`src/rtl/countdown_timer.sv`:
```
// countdown_timer: tick-driven mm:ss BCD countdown
// with load/start/stop control and done/expired flags
module countdown_timer #(
   parameter int TICK_DIV = 1
) (
   input  logic       clk,
   input  logic       rst,
   input  logic       tick,
   input  logic       load,
   input  logic [3:0] ld_min_t,
   input  logic [3:0] ld_min_o,
   input  logic [3:0] ld_sec_t,
   input  logic [3:0] ld_sec_o,
   input  logic       start,
   input  logic       stop,
   output logic [3:0] min_t,
   output logic [3:0] min_o,
   output logic [3:0] sec_t,
   output logic [3:0] sec_o,
   output logic       running,
   output logic       done,
   output logic       expired
);

   typedef enum logic [1:0] {
      IDLE,
      RUN,
      PAUSED,
      DONE
   } state_t;

   localparam logic [7:0] PRE_MAX = 8'(TICK_DIV - 1);

   state_t     state;
   state_t     state_n;
   logic [7:0] pre;
   logic [7:0] pre_n;
   logic [3:0] mt_n;
   logic [3:0] mo_n;
   logic [3:0] st_n;
   logic [3:0] so_n;
   logic [3:0] dmt;
   logic [3:0] dmo;
   logic [3:0] dst;
   logic [3:0] dso;
   logic       exp_n;
   logic       nonzero;
   logic       dec_zero;

   function automatic logic [3:0] clamp(
      input logic [3:0] d,
      input logic [3:0] lim
   );
      return (d > lim) ? lim : d;
   endfunction

   assign nonzero  = |{min_t, min_o, sec_t, sec_o};
   assign dec_zero = ~|{dmt, dmo, dst, dso};
   assign running  = (state == RUN);
   assign done     = (state == DONE);

   // value one second lower, via the BCD borrow chain
   always_comb begin
      dso = sec_o - 4'd1;
      dst = sec_t;
      dmo = min_o;
      dmt = min_t;
      if (sec_o == 4'd0) begin
         dso = 4'd9;
         dst = sec_t - 4'd1;
         if (sec_t == 4'd0) begin
            dst = 4'd5;
            dmo = min_o - 4'd1;
            if (min_o == 4'd0) begin
               dmo = 4'd9;
               dmt = min_t - 4'd1;
            end
         end
      end
   end

   // command priority: load, then stop over start, then tick
   always_comb begin
      state_n = state;
      pre_n   = pre;
      mt_n    = min_t;
      mo_n    = min_o;
      st_n    = sec_t;
      so_n    = sec_o;
      exp_n   = 1'b0;
      if (load) begin
         mt_n    = clamp(ld_min_t, 4'd9);
         mo_n    = clamp(ld_min_o, 4'd9);
         st_n    = clamp(ld_sec_t, 4'd5);
         so_n    = clamp(ld_sec_o, 4'd9);
         pre_n   = 8'd0;
         state_n = IDLE;
      end else if (stop) begin
         if (state == RUN)
            state_n = PAUSED;
      end else if (start) begin
         if ((state == IDLE || state == PAUSED) && nonzero)
            state_n = RUN;
      end else if (tick && state == RUN) begin
         if (pre == PRE_MAX) begin
            pre_n = 8'd0;
            mt_n  = dmt;
            mo_n  = dmo;
            st_n  = dst;
            so_n  = dso;
            if (dec_zero) begin
               state_n = DONE;
               exp_n   = 1'b1;
            end
         end else begin
            pre_n = pre + 8'd1;
         end
      end
   end

   // state, prescaler, digits and expired pulse registers
   always_ff @(posedge clk) begin
      if (rst) begin
         state   <= IDLE;
         pre     <= 8'd0;
         min_t   <= 4'd0;
         min_o   <= 4'd0;
         sec_t   <= 4'd0;
         sec_o   <= 4'd0;
         expired <= 1'b0;
      end else begin
         state   <= state_n;
         pre     <= pre_n;
         min_t   <= mt_n;
         min_o   <= mo_n;
         sec_t   <= st_n;
         sec_o   <= so_n;
         expired <= exp_n;
      end
   end

endmodule

```
`config.mk`:
```
export PLATFORM = sky130hd
export DESIGN_NAME = countdown_timer
export DESIGN_NICKNAME = d
export VERILOG_FILES = /design/src/rtl/countdown_timer.sv
export SDC_FILE = /design/constraint.sdc
export NUM_CORES = 1
export LEC_CHECK = 0
export ABC_AREA = 1
export CORE_MARGIN = 2
export CORE_UTILIZATION = 45
export DETAILED_ROUTE_END_ITERATION = 6
export PLACE_DENSITY = 0.76
export REMOVE_ABC_BUFFERS = 1
export SETUP_SLACK_MARGIN = 0.2
export SLEW_MARGIN = 20
export SYNTH_ARGS = -nofsm -noshare
export SYNTH_HDL_FRONTEND = slang
export SYNTH_SLANG_ARGS = --single-unit
export TNS_END_PERCENT = 30
```
`constraint.sdc`:
```
create_clock -name clk -period 3.1 [get_ports clk]
set_input_delay 0.62 -clock clk [delete_from_list [all_inputs] [get_ports clk]]
set_output_delay 0.62 -clock clk [all_outputs]
set_load 0.01 [all_outputs]
```
==> images/cell_classes.png <==
The bar under the picture is 20 µm long.
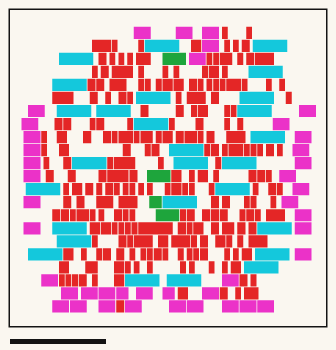
flip-flops -> cyan  # cells 27, share of their area 25%
all other logic -> red  # cells 229, share of their area 54%
clock drivers and dummy loads -> green  # cells 4, share of their area 2.2%
other buffers and delay cells -> magenta  # cells 42, share of their area 19%

==> results_dict.tcl <==
# place-and-route summary
set metrics [dict create \
    netlist_logic_family_top "simple AND/OR/NAND/NOR gates" \
    crit_cells 8 \
    lay_top_count "nand2_1" \
    power_density_nw_per_um2 367 \
    fill_cells 383 \
    yosysTopAreaCell "dfxtp_1" \
    initial_utilization_pct 46.8 \
    crit_arrival_ns 2.56 \
    setup_viol 0 \
    finalCriticalPeriod_ns 2.39 \
    cts_made_buffers 3 \
    cts_tree "yes" \
    seq_power_share_pct 46.4 \
    dp_hpwl_um 3320 \
    max_stage_delay_ns 0.52 \
    outcome "finished, final reports clean" \
    cts_sinks 27 \
    avgViaCountPerCell 5.10 \
    cts-root-buf "clkbuf_8" \
    aoi_share_pct 16.9 \
    synth_cell_type_count 32 \
    wirelength_um 4280 \
    grt.overflow.total 0 \
    gp_congestion 0.822 \
    antenna_cells 0 \
    power.total_mw 0.821 \
    crit_buf_inv 3 \
    slew_violations 0 \
    rows 22 \
    syn_inst 260 \
    htree_levels 1 \
    setup_tns_ns 0 \
    hold_buffers 0 \
    dp_slack_ns 0.0911 \
    top_cells_by_area "dfxtp_1 (31%), nand2_1 (12%), inv_1 (6.5%), nor2_1 (6.3%), o21ai_0 (6.1%)" \
    clkLatencyLatePin_ns 0.28 \
    yosysChipArea_um2 1730 \
    hp-class "register to register" \
    lay_top_cells "nand2_1 (57), clkdlybuf4s50_1 (40), inv_1 (30)" \
    drive_gt1_share_pct 9.93 \
    fin_crit_sh_pct 77.1 \
    r2r_cells 8 \
    simple_gate_share_pct 38.8 \
    relSlewSlack_pct 56.1 \
    r2r_slack_ns 0.93 \
    switchingPower_mw 0.266 \
    vdd_ir_drop_max_mv 0.179 \
    cts_setup_buffers 0 \
    worstSetupEndpointType "register" \
    ff_type "dfxtp_1" \
    core_um2 3690 \
    nNetsFinal 329 \
    final_core_util_pct 60.7 \
]
==> images/final_congestion.png <==
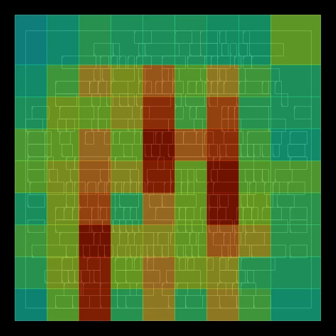
Avg WL per Cell: 12.2 µm
GRT Util Overall: 21.5%

==> power groups by stage <==
stage	clock network, mW	logic, mW	registers (mW)
6_report	0.207	0.233	0.381
5_1_grt	0.231	0.259	0.383
4_1_cts	0.217	0.232	0.381
3_5_place_dp	0	0.231	0.389
3_3_place_gp	0	0.229	0.389
2_1_floorplan	0	0.133	0.392
==> metal layers <==
metal / part of all wire [%] / wire length, µm / track usage, %
met5: 0 / 0 / 0
met2: 45 / 1940 / 34.8
met3: 4.4 / 187 / 1.70
met1: 49 / 2090 / 29.9
met4: 1.2 / 53 / 7.40
==> layout make-up <==
type / instances / area, µm² / area share, %
Clock buffer: 3 / 41.3 / 1.84
Clock inverter: 1 / 7.51 / 0.335
Inverter: 33 / 124 / 5.53
Multi-Input combinational cell: 196 / 1050 / 46.9
Sequential cell: 27 / 541 / 24.1
Tap cell: 48 / 60.1 / 2.68
Timing Repair Buffer: 42 / 415 / 18.6
==> state kept, by name, indices dropped and copies added, names as in the netlist <==
| name | flops |
|---|---|
| expired | 1 |
| pre | 8 |
| min_t | 4 |
| min_o | 4 |
| sec_t | 4 |
| sec_o | 4 |
| state | 2 |
==> metrics by stage <==
stage               std cells  instance area (µm²)
floorplan                 256                 1710
global placement          346                 2190
detailed placement        346                 2190
CTS                       350                 2240
global route              350                 2240
finish                    350                 2240
==> synth_stat cells (2+ instances only) <==
library cell	count
nand2_2	4
nor2_4	6
nor3_1	6
nand2_4	3
o21ai_0	21
clkbuf_1	3
nor2_1	29
nand2_1	57
a211oi_1	2
a31oi_1	10
nand3_2	2
nand3_1	16
nor2_2	5
dfxtp_1	27
inv_1	30
inv_2	2
xor2_1	3
nand4_1	2
ha_1	4
a21oi_1	16
==> timing repair <==
action | CTS | global route
endpoints found under the hold margin | 0 | 0
gates resized | 0 | 1
setup endpoints to repair | 0 | 5
Power is estimated from default activity; no workload was simulated.
